$ cat config.mk
export PLATFORM = sky130hd
export DESIGN_NAME = ring_rr_arbiter_flat
export DESIGN_NICKNAME = d
export VERILOG_FILES = /design/src/rtl/ring_rr_arbiter_pkg.sv /design/src/rtl/ring_rr_arbiter_if.sv /design/src/rtl/ring_rr_arbiter_pick.sv /design/src/rtl/ring_rr_arbiter.sv /design/src/flat_wrapper.sv
export SDC_FILE = /design/constraint.sdc
export NUM_CORES = 1
export LEC_CHECK = 0
export CAP_MARGIN = 0
export CORE_MARGIN = 5
export CORE_UTILIZATION = 35
export DETAILED_ROUTE_END_ITERATION = 16
export HOLD_SLACK_MARGIN = 0.08
export PLACE_DENSITY = 0.55
export SETUP_SLACK_MARGIN = 0.5
export SYNTH_ARGS = -nofsm -noshare
export SYNTH_HDL_FRONTEND = slang
export SYNTH_HIERARCHICAL = 1
export SYNTH_SLANG_ARGS = --single-unit
$ cat constraint.sdc
create_clock -name clk -period 2.5 [get_ports clk]
set_clock_uncertainty 0.15 [all_clocks]
set_input_delay 0.5 -clock clk [delete_from_list [all_inputs] [get_ports clk]]
set_output_delay 0.5 -clock clk [all_outputs]
set_load 0.05 [all_outputs]
$ cat src/rtl/ring_rr_arbiter_pkg.sv
// Shared types and helpers for the token-ring round-robin arbiter.
// Latency: n/a (types and pure functions only).
// Backpressure: n/a.
package ring_arb_pkg;

  // Arbiter control states: IDLE means no owner, GRANT means one requester owns the resource.
  typedef enum logic {
    IDLE  = 1'b0,
    GRANT = 1'b1
  } arb_state_t;

  // Width of a requester index; kept at least 1 bit so a port never collapses.
  function automatic int id_width(input int n);
    return (n > 1) ? $clog2(n) : 1;
  endfunction

  // Rotate the low n bits of a one-hot vector left by one, wrapping bit n-1 to bit 0.
  // A fixed 16-bit carrier covers every legal requester count.
  function automatic logic [15:0] rotl1(input logic [15:0] v, input int n);
    logic [15:0] r;
    r = '0;
    for (int i = 0; i < 16; i++) begin
      if (i < n) r[4'((i + 1) % n)] = v[i];
    end
    return r;
  endfunction

endpackage

$ cat src/rtl/ring_rr_arbiter_if.sv
// Request/grant bundle between the requesters and the ring arbiter.
// Latency: n/a (wiring only).
// Backpressure: none; requesters hold req until they see their grant.
interface ring_rr_arbiter_if #(
  parameter int N = 4
);
  import ring_arb_pkg::*;

  localparam int IW = id_width(N);

  logic [N-1:0]  req;
  logic [N-1:0]  grant;
  logic          grant_valid;
  logic [IW-1:0] grant_id;
  logic [N-1:0]  token;

  // Requester side drives requests and observes the grant state.
  modport master (
    output req,
    input  grant, grant_valid, grant_id, token
  );

  // Arbiter side consumes requests and publishes the grant state.
  modport slave (
    input  req,
    output grant, grant_valid, grant_id, token
  );

endinterface

$ cat src/rtl/ring_rr_arbiter_pick.sv
// Combinational winner search: first set req bit at or above the token, wrapping.
// Latency: 0 cycles (pure combinational).
// Backpressure: none; winner is all zeros when no request is set.
module ring_rr_pick
  import ring_arb_pkg::*;
#(
  parameter int N  = 4,
  parameter int IW = id_width(N)
) (
  input  logic [N-1:0]  req,
  input  logic [N-1:0]  token,
  output logic [N-1:0]  win_oh,
  output logic [IW-1:0] win_id
);

  logic [N-1:0]   mask;
  logic [2*N-1:0] dbl;
  logic           found;

  // Lower half keeps only requests at/above the token; upper half is the unmasked
  // copy, so scanning upward from bit 0 wraps naturally past requester N-1.
  always_comb begin
    mask   = ~(token - N'(1));
    dbl    = {req, req & mask};
    found  = 1'b0;
    win_id = '0;
    for (int i = 0; i < 2 * N; i++) begin
      if (!found && dbl[i]) begin
        found  = 1'b1;
        win_id = IW'(i % N);
      end
    end
    win_oh = found ? (N'(1) << win_id) : '0;
  end

endmodule

$ cat src/rtl/ring_rr_arbiter.sv
// Round-robin arbiter with a one-hot token ring and a per-win burst limit.
// Latency: grant registered at the same edge the request is sampled in IDLE.
// Backpressure: owner keeps the grant while it requests, up to MAX_HOLD cycles; one dead cycle between grants.
module ring_rr_arbiter
  import ring_arb_pkg::*;
#(
  parameter int N        = 4,
  parameter int MAX_HOLD = 8
) (
  input  logic             clk,
  input  logic             rst,
  ring_rr_arbiter_if.slave bus
);

  localparam int IW = id_width(N);

  arb_state_t    state_q, state_d;
  logic [7:0]    cnt_q, cnt_d;
  logic [N-1:0]  grant_q, grant_d;
  logic [IW-1:0] id_q, id_d;
  logic [N-1:0]  token_q, token_d;

  logic [N-1:0]  win_oh;
  logic [IW-1:0] win_id;

  ring_rr_pick #(
    .N  (N),
    .IW (IW)
  ) u_pick (
    .req    (bus.req),
    .token  (token_q),
    .win_oh (win_oh),
    .win_id (win_id)
  );

  // State, hold counter, grant and token registers; reset aborts any burst outright.
  always_ff @(posedge clk) begin
    if (!rst) begin
      state_q <= IDLE;
      cnt_q   <= '0;
      grant_q <= '0;
      id_q    <= '0;
      token_q <= N'(1);
    end else begin
      state_q <= state_d;
      cnt_q   <= cnt_d;
      grant_q <= grant_d;
      id_q    <= id_d;
      token_q <= token_d;
    end
  end

  // Next-state logic: arbitrate only from IDLE, so every release leaves one dead cycle.
  always_comb begin
    state_d = state_q;
    cnt_d   = cnt_q;
    grant_d = grant_q;
    id_d    = id_q;
    token_d = token_q;
    case (state_q)
      IDLE: begin
        if (|bus.req) begin
          state_d = GRANT;
          grant_d = win_oh;
          id_d    = win_id;
          cnt_d   = 8'd1;
          token_d = N'(rotl1(16'(win_oh), N));
        end
      end
      GRANT: begin
        if (bus.req[id_q] && (cnt_q < 8'(MAX_HOLD))) begin
          cnt_d = cnt_q + 8'd1;
        end else begin
          state_d = IDLE;
          grant_d = '0;
          cnt_d   = '0;
        end
      end
      default: begin
        state_d = IDLE;
        grant_d = '0;
        cnt_d   = '0;
      end
    endcase
  end

  assign bus.grant       = grant_q;
  assign bus.grant_valid = |grant_q;
  assign bus.grant_id    = id_q;
  assign bus.token       = token_q;

endmodule

$ cat src/flat_wrapper.sv
// flat-port wrapper written by rule: the top's interface ports become plain ports
module ring_rr_arbiter_flat import ring_arb_pkg::*;
#(
  parameter int N        = 4,
  parameter int MAX_HOLD = 8
)
  (clk, rst, bus_req, bus_grant, bus_grant_valid, bus_grant_id, bus_token);
  ring_rr_arbiter_if #(.N(N)) bus_i ();
  input  logic clk;
  input  logic rst;
  input wire logic [$bits(bus_i.req)-1:0] bus_req;
  output wire logic [$bits(bus_i.grant)-1:0] bus_grant;
  output wire logic [$bits(bus_i.grant_valid)-1:0] bus_grant_valid;
  output wire logic [$bits(bus_i.grant_id)-1:0] bus_grant_id;
  output wire logic [$bits(bus_i.token)-1:0] bus_token;
  assign bus_i.req = bus_req;
  assign bus_grant = bus_i.grant;
  assign bus_grant_valid = bus_i.grant_valid;
  assign bus_grant_id = bus_i.grant_id;
  assign bus_token = bus_i.token;
  ring_rr_arbiter #(.N(N), .MAX_HOLD(MAX_HOLD)) u_core (.clk(clk), .rst(rst), .bus(bus_i));
endmodule
Run 1, sizing map:
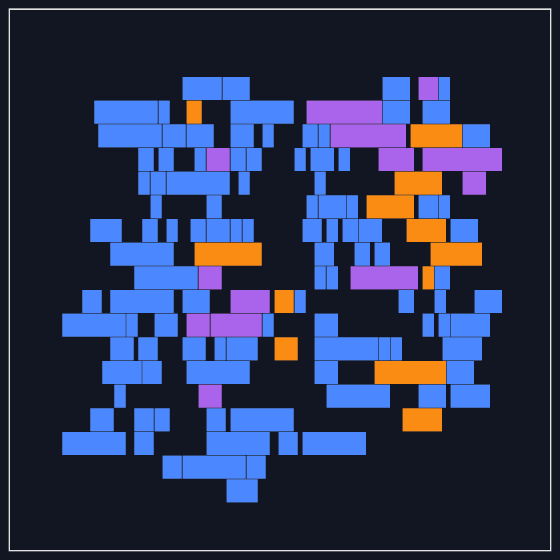
color	size	cells
purple	drive 3 to 4	13
blue	drive 1 or less	104
orange	drive 2	12
non-clock buffer count: 18
area growth from synthesis to layout: 29.9%
Final WS setup: 0.516 ns
final non-filler cell area: 0.00123 mm2

Run 1, the metal 3 layer:
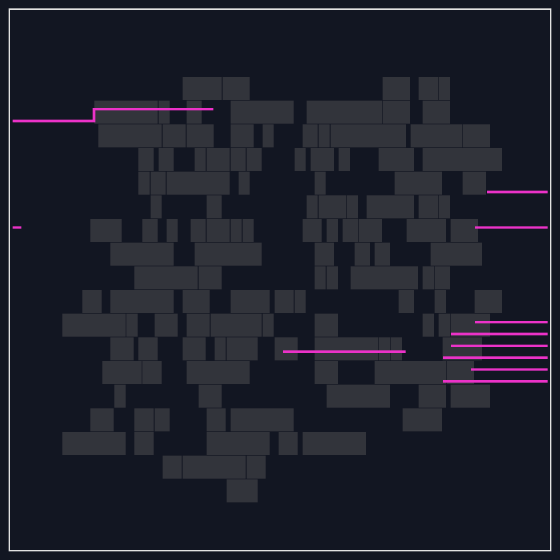
share of all routed wire	5.4%
main direction	horizontal
longest straight run	13.8 um
wire length on this layer	115 um
nets with wire on the layer	11
GRT met3 Usage: 1.86%
Detailed Route WL: 2140 um

Run 1, gate-type map:
The bar under the picture is 20 um long.
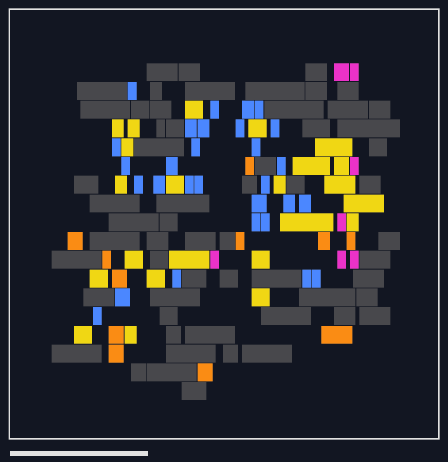
color	family	cells
blue	NAND gates	29
yellow	inverting AOI/OAI gates	23
magenta	inverters	7
orange	NOR gates	11
dominant logic cell type in the layout: nand2_1
Layout Cells excl Fill: 159
Comb/total area: 47.3%

Run 1, clock network drawn from the DEF:
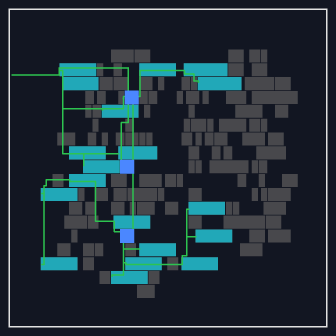
[blue] cells driving clock nets | count: 3
[green] clock wires | length: 226 um
[cyan] flip-flops | count: 19
routed clock nets	4
Clock Power: 148 uW
clock share of power: 18.6%
Late-Pin Clk Latency: 0.29 ns

==> ci_impl_report.md, run 1 <==
## Synthesis and layout report

| Metric | Value |
|---|---|
| # setup viols final | 0 |
| Wire per inst | 13.4 um |
| Flip-flop and latch area | approximately 400 um2 |
| Most frequent cells in the layout | nand2_1, dfxtp_1, dlygate4sd2_1 |
| Antenna Nets Post-Route | 0 |
| Fraction of layout cells with a size suffix above 1 | 19.4% |
| Placed cells | 154 |
| Complex Gates by Area | 20.6% |
| FF-to-FF Start | u_core/bus.token[0] |
| Setup bufs post-CTS | 0 |
| Non-clock buffers, area share | 13.6% |
| Area occupied by multi-input gates | 583 um2 |
| Grt total ovfl | 0 |
| Iteration tally of the first detailed-router pass | 4 |
| First-pass GRT wire length | 3590 um |
| Core ar. | 0.00254 mm2 |
| Crit. End Element | output pin |
| # Cells Yosys | between 100 and 150 |
| Antenna cells | 0 |
| Clock root buffer | clkbuf_4 |
| # DRC | 0 |
| OpenROAD warnings | 28 |
| XOR/XNOR Fraction of Synth Area | 1.85% |
| Top logic family | simple AND/OR/NAND/NOR gates |
| Fmax | 504 MHz |
| N_taps | 30 |
| CP Capture Point | bus_grant_valid |
| Critical Path Fanout Max | 3 |
| Fillers | 267 |
| Switching Power | 299 uW |
| Floorplan core density | 37.3% |
| Via count | 847 |
| Setup TNS Final | 0 ns |
| Hold slack | 0.319 ns |
| Initial antenna violation count | 0 |
| Hold wc startpoint | u_core/bus.grant[0] |
| Maxcap violations | 0 |
| Flop-to-flop setup slack | 0.54 ns |
| GRT Util Overall | 12.7% |
| Flip-flop and latch count | 19 |
| Period utilization | 79.4% |
| Cell area power density | 645 mW/mm2 |
| Rows | 18 |
| Worst Tran Pin Value | 0.566 ns |
| DP Area | 0.00115 mm2 |
| Register area share after synthesis | roughly two fifths |
| Hold WC Path Type | register to register |
| Drt first-iter violations | 16 |
| Combinational Power Share | 36.8% |
| Dominant kind of cell | multi-input combinational cells |
| Mux frac, synth | 2.37% |
| Synth warnings | 6 |
| Syn Nets | 118 |
| Clock transition at the registers of the reported paths | 0.09 ns |
| RePlAce Congestion | 0.733 |
| Power Total | 795 uW |
| Outcome | completed |
| RSZ-0062 raised after global routing | yes |
| IO Port Bufs | 16 |
| Die Size | 0.00385 mm2 |
| Synth flops | 19 |
| Bufs on Longest Clock Path | 2 |
| Arr. time, crit path | 1.33 ns |
| Worst Hold End | u_core/bus.grant[0] |
| Top power group | sequential cells |
| Post-CTS sizing | 17 |
| Clock buffer count in the final layout | 4 |
| Combinational logic power | 292 uW |
| Die Y | 62.1 um |
| H-tree Lvls | 1 |
| Startpoint Class | register |
| Yosys stat chip area | 948 um2 |
| Sequential share of power | 44.7% |
| Syn_area_per_cell | 8.62 um2 |
| FF-to-FF End | u_core/bus.token[1] |
| Simple share | 28.2% |
| Seq group | 355 uW |
| HPWL Detailed | 1560 um |
| Hold_buf cts | 0 |
| Worst rel slew slack | 62.1% |
| Sw frac | between 30 and 40% |
| Worst EP required | roughly 1.9 ns |
| Vias per inst | around 5.3 |
| Internal power | about 500 uW |
| Adder-cell area share of the yosys netlist | 2.64% |
| Non-clk invs | 7 |
| Clock-cell share | 2.13% |
| Synthesized area | 948 um2 |
| WS Path Type | register to output pin |
| Worst slack, placed | 0.176 ns |
| Layout net count | 138 |
run 1: state kept, by name, indices dropped and copies added, names as in the netlist:
signal and flops:
u_core/bus.grant 4, u_core/cnt_q 8, u_core/bus.token 4, u_core/bus.grant_id 2
u_core/state_q 1
run 1: synthesized netlist by cell type:
library cell / count / area share, %
nor3_1: 1 / 0.53
nand2b_1: 1 / 0.66
o31ai_1: 1 / 0.79
a211oi_1: 1 / 0.79
a311oi_2: 1 / 1.6
and3b_4: 1 / 1.3
nor2_1: 4 / 1.6
o21ai_1: 4 / 2.1
a22oi_1: 1 / 0.79
clkbuf_1: 1 / 0.40
nand2_1: 20 / 7.9
or4_1: 1 / 0.79
and2_1: 1 / 0.66
nand4_1: 1 / 0.66
nand3_1: 7 / 3.7
inv_1: 7 / 2.8
nor4_1: 2 / 1.3
xnor2_1: 1 / 0.92
nor2b_1: 4 / 2.6
and4b_1: 1 / 1.1
a21o_1: 1 / 0.79
o21ai_4: 1 / 1.7
or4_4: 1 / 1.2
o22ai_1: 1 / 0.66
xor2_1: 1 / 0.92
o211a_1: 1 / 1.1
dfxtp_1: 19 / 40
buf_2: 1 / 0.53
o21ai_0: 3 / 1.6
and3b_1: 1 / 0.92
a21boi_0: 7 / 5.5
mux4_2: 1 / 2.4
and3_1: 4 / 2.6
a211oi_2: 1 / 1.3
o2111ai_1: 1 / 0.92
ha_1: 2 / 2.6
clkbuf_2: 1 / 0.53
or2_2: 1 / 0.66
o32ai_1: 1 / 0.92
run 1: worst max-delay path, stage by stage (launching register included):
cell and delay, ns:
dfxtp_1 0.33, or4_1 0.50, buf_2 0.22
run 1: metal layers:
layer  track usage, %  routed length, um  vias up
met5                0                  0        -
met4             6.36                  0        0
met3             1.86                115        0
met2             21.3               1050       12
met1             15.7                972      406
li1                 -                  -      429
==> run 1 -> run 2 <==
clock period = 1.9 ns   (was 2.5 ns; I/O delays follow)
==> ci_impl_report.md, run 2 <==
## Synthesis and layout report

| Metric | Value |
|---|---|
| Worst Hold End | u_core/bus.grant[0] |
| Layout net count | 160 (+16%) |
| #MultiIn Comb | 81 |
| Syn_area_per_cell | 8.62 um2 (unchanged) |
| Bufs on Longest Clock Path | 2 (unchanged) |
| Setup bufs post-CTS | 4 (+4) |
| Antenna cells | 0 (unchanged) |
| R2R cell count | 6 |
| Number of enable flip-flop cells | 0 (unchanged) |
| Hold slack | 0.328 ns (+0.00909 ns) |
| Global route hottest layer | met2 |
| Adder-cell area share of the yosys netlist | 2.64% (unchanged) |
| Final slew viol count | 0 |
| GRT Util Overall | 14.4% (+1.7 points) |
| # Cells Yosys | 110 (unchanged) |
| Final WS setup | -0.0191 ns (-0.535 ns) |
| Yosys stat chip area | 948 um2 (unchanged) |
| Die Size | 0.00385 mm2 (unchanged) |
| Clock transition at the registers of the reported paths | 0.10 ns (about the same) |
| FF-to-FF End | u_core/bus.token[1] |
| Top logic family | simple AND/OR/NAND/NOR gates |
| Non-clock buffer count | 40 (+22) |
| Max-area cell share | 40.1% (unchanged) |
| Comb/total area | 40.0% (-7.3 points) |
| RePlAce Congestion | 0.744 (+1.4%) |
| FF-to-FF Start | u_core/bus.token[1] |
| # DRC | 0 (unchanged) |
| Clock buffer count from CTS | 3 |
| Arr. time, crit path | 2.00 ns (+0.67 ns) |
| Non-clk invs | 7 (unchanged) |
| Synthesized area | 948 um2 (unchanged) |
| OpenROAD warnings | 29 (+3.6%) |
| Flip-flop and latch area | 410 um2 (+5.5%) |
| Initial antenna violation count | 0 (unchanged) |
| Worst rel slew slack | 75.2% (+13 points) |
| Simple share | 28.2% (unchanged) |
| Hold_buf cts | 0 (unchanged) |
| Wire per inst | 14.1 um (+5.0%) |
| Fraction of registers with async set/reset | 0% (unchanged) |
| Crit. End Element | register |
| Worst Tran Pin Value | 0.372 ns (-0.195 ns) |
| Most flops, register | u_core/cnt_q |
| Grt total ovfl | 0 (unchanged) |
| WS Path Type | register to register |
| First-pass GRT wire length | 3990 um (+11%) |
| Synth warnings | 6 (unchanged) |
| Cell area leaders | dfxtp_1, nand2_1, a21boi_0 |
| Fmax | 521 MHz |
| Fillers | 215 (-19%) |
| Clock root buffer | clkbuf_4 |
| Clock buffer count in the final layout | 3 (-1) |
| Fraction of layout cells with a size suffix above 1 | 48.3% (+29 points) |
| Flip-flop and latch count | 19 (unchanged) |
| Flop-to-flop setup slack | -0.02 ns (-0.56 ns) |
| WL met1 | 1170 um (+20%) |
| Max FFs per register | 8 (unchanged) |
| Clock-cell share | 1.77% (-0.36 points) |
| Area growth from synthesis to layout | 64.0% |
| Hold wc startpoint | u_core/bus.grant[0] |
| # setup viols final | 2 (+2) |
| Top cells by count, synth | nand2_1, dfxtp_1, a21boi_0, inv_1, nand3_1 |
| Dominant kind of cell | multi-input combinational cells |
| H-tree Lvls | 1 (unchanged) |
| N_taps | 30 (unchanged) |
| Met2 Use GR | 21.9% (+0.59 points) |
| Detailed Route WL | 2550 um (+20%) |
| Outcome | complete, but fails checks |
| Most frequent cells in the layout | nand2_1, buf_4, buf_6 |
| Post-CTS sizing | 29 (+12) |
| Wire length on met3 | 152 um (+32%) |
| Drt first-iter violations | 38 (+22) |
| Antenna Nets Post-Route | 0 (unchanged) |
| Iteration tally of the first detailed-router pass | 4 (unchanged) |
| Worst EP required | 1.98 ns (+0.13 ns) |
| Dominant logic cell type in the layout | nand2_1 |
| Vias per inst | 5.22 (-2.1%) |
| Synth flops | 19 (unchanged) |
| XOR/XNOR Fraction of Synth Area | 1.85% (unchanged) |
| RSZ-0062 raised after global routing | yes |
| Period utilization | 101% |
| Area occupied by multi-input gates | 622 um2 (+6.7%) |
| Yosys top cell by instances | nand2_1 |
| Placed cells | 167 (+8.4%) |
| Complex Gates by Area | 20.6% (unchanged) |
| Max layer used | met4 |
| Syn Nets | 118 (unchanged) |
| Met1 Track Usage GR | 18.5% (+2.8 points) |
| Main flop type | dfxtp_1 |
| Non-clock buffers, area share | 27.6% (+14 points) |
| Failing checks | negative setup slack |
| Clk sink count | 19 |
| Rows | 18 (unchanged) |
| IO Port Bufs | 16 (unchanged) |
| Hold WC Path Type | register to register |
==> run 2: cell counts after synthesis <==
No cell type changed its count.
==> run 2: worst max-delay path, stage by stage, from the launching register on <==
cell	delay [ns]
dfxtp_4	0.38
or4_4	0.56
a311oi_2	0.24
a211oi_2	0.09
and3b_2	0.27
nand2_1	0.05
a21boi_1	0.11
==> run 2: where the power goes <==
part / total [uW] / switching [uW] / internal [uW]
combinational: 541 / 284 / 257
clock: 201 / 122 / 78.4
sequential: 469 / 37.3 / 432
==> run 2: logic make-up after synthesis <==
kind of cell | count (synthesis)
AND/OR/NAND/NOR | 51
AND-OR/OR-AND | 25
flip-flops | 19
buffers and inverters | 10
XOR/XNOR | 2
adder cells (fa/ha/maj) | 2
multiplexers | 1
==> run 2: worst max-delay path by stage <==
| stage | end | start | slack, ns | cells after the start |
|---|---|---|---|---|
| CTS | u_core/bus.token[1] | u_core/bus.token[1] | -0.01 | 6 |
| global route | u_core/bus.grant[0] | u_core/bus.token[1] | -0.08 | 6 |
| floorplan | u_core/bus.token[1] | u_core/bus.token[1] | 0.03 | 6 |
| global placement | u_core/bus.grant[2] | bus_req[2] | -0.20 | 5 |
| detailed placement | u_core/bus.grant[3] | bus_req[2] | -0.23 | 5 |
| finish | u_core/bus.token[1] | u_core/bus.token[1] | -0.02 | 6 |
==> run 2: per-stage QoR <==
stage | utilization [%] | TNS (ns) | power [uW] | worst slack [ns] | cell area [um2]
floorplan | - | 0 | 750 | 0.0338 | 986
global route | 61.1 | -0.258 | 1280 | -0.0812 | 1560
detailed placement | 49.0 | -3.06 | 880 | -0.232 | 1250
CTS | 54.7 | -0.0130 | 1150 | -0.0116 | 1390
finish | 61.1 | -0.0321 | 1210 | -0.0191 | 1560
global placement | 49.0 | -2.91 | 874 | -0.202 | 1250
Run 2, clock network drawn from the DEF:
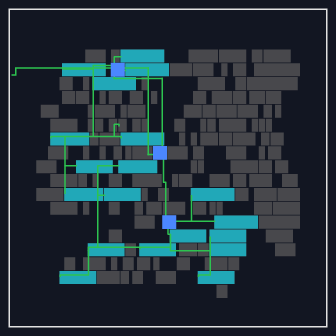
[green] clock wires | length: 231 um
[blue] cells driving clock nets | count: 3
[cyan] flip-flops | count: 19
routed clock nets	4
Late-Pin Clk Latency: 0.30 ns
Clock Power: 201 uW
clock share of power: 16.6%

Run 2, the metal 3 layer:
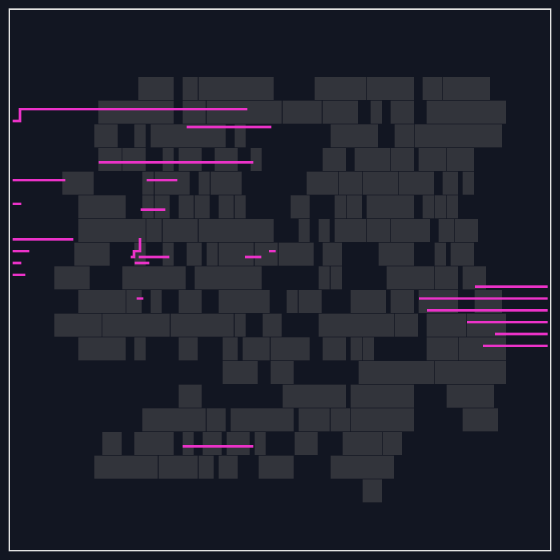
wire length on this layer	153 um
longest straight run	26.0 um
nets with wire on the layer	21
share of all routed wire	6.0%
main direction	horizontal
via count: 944
GRT met3 Usage: 4.13%

Power figures rest on the tool's default switching activity, not on a simulated workload.
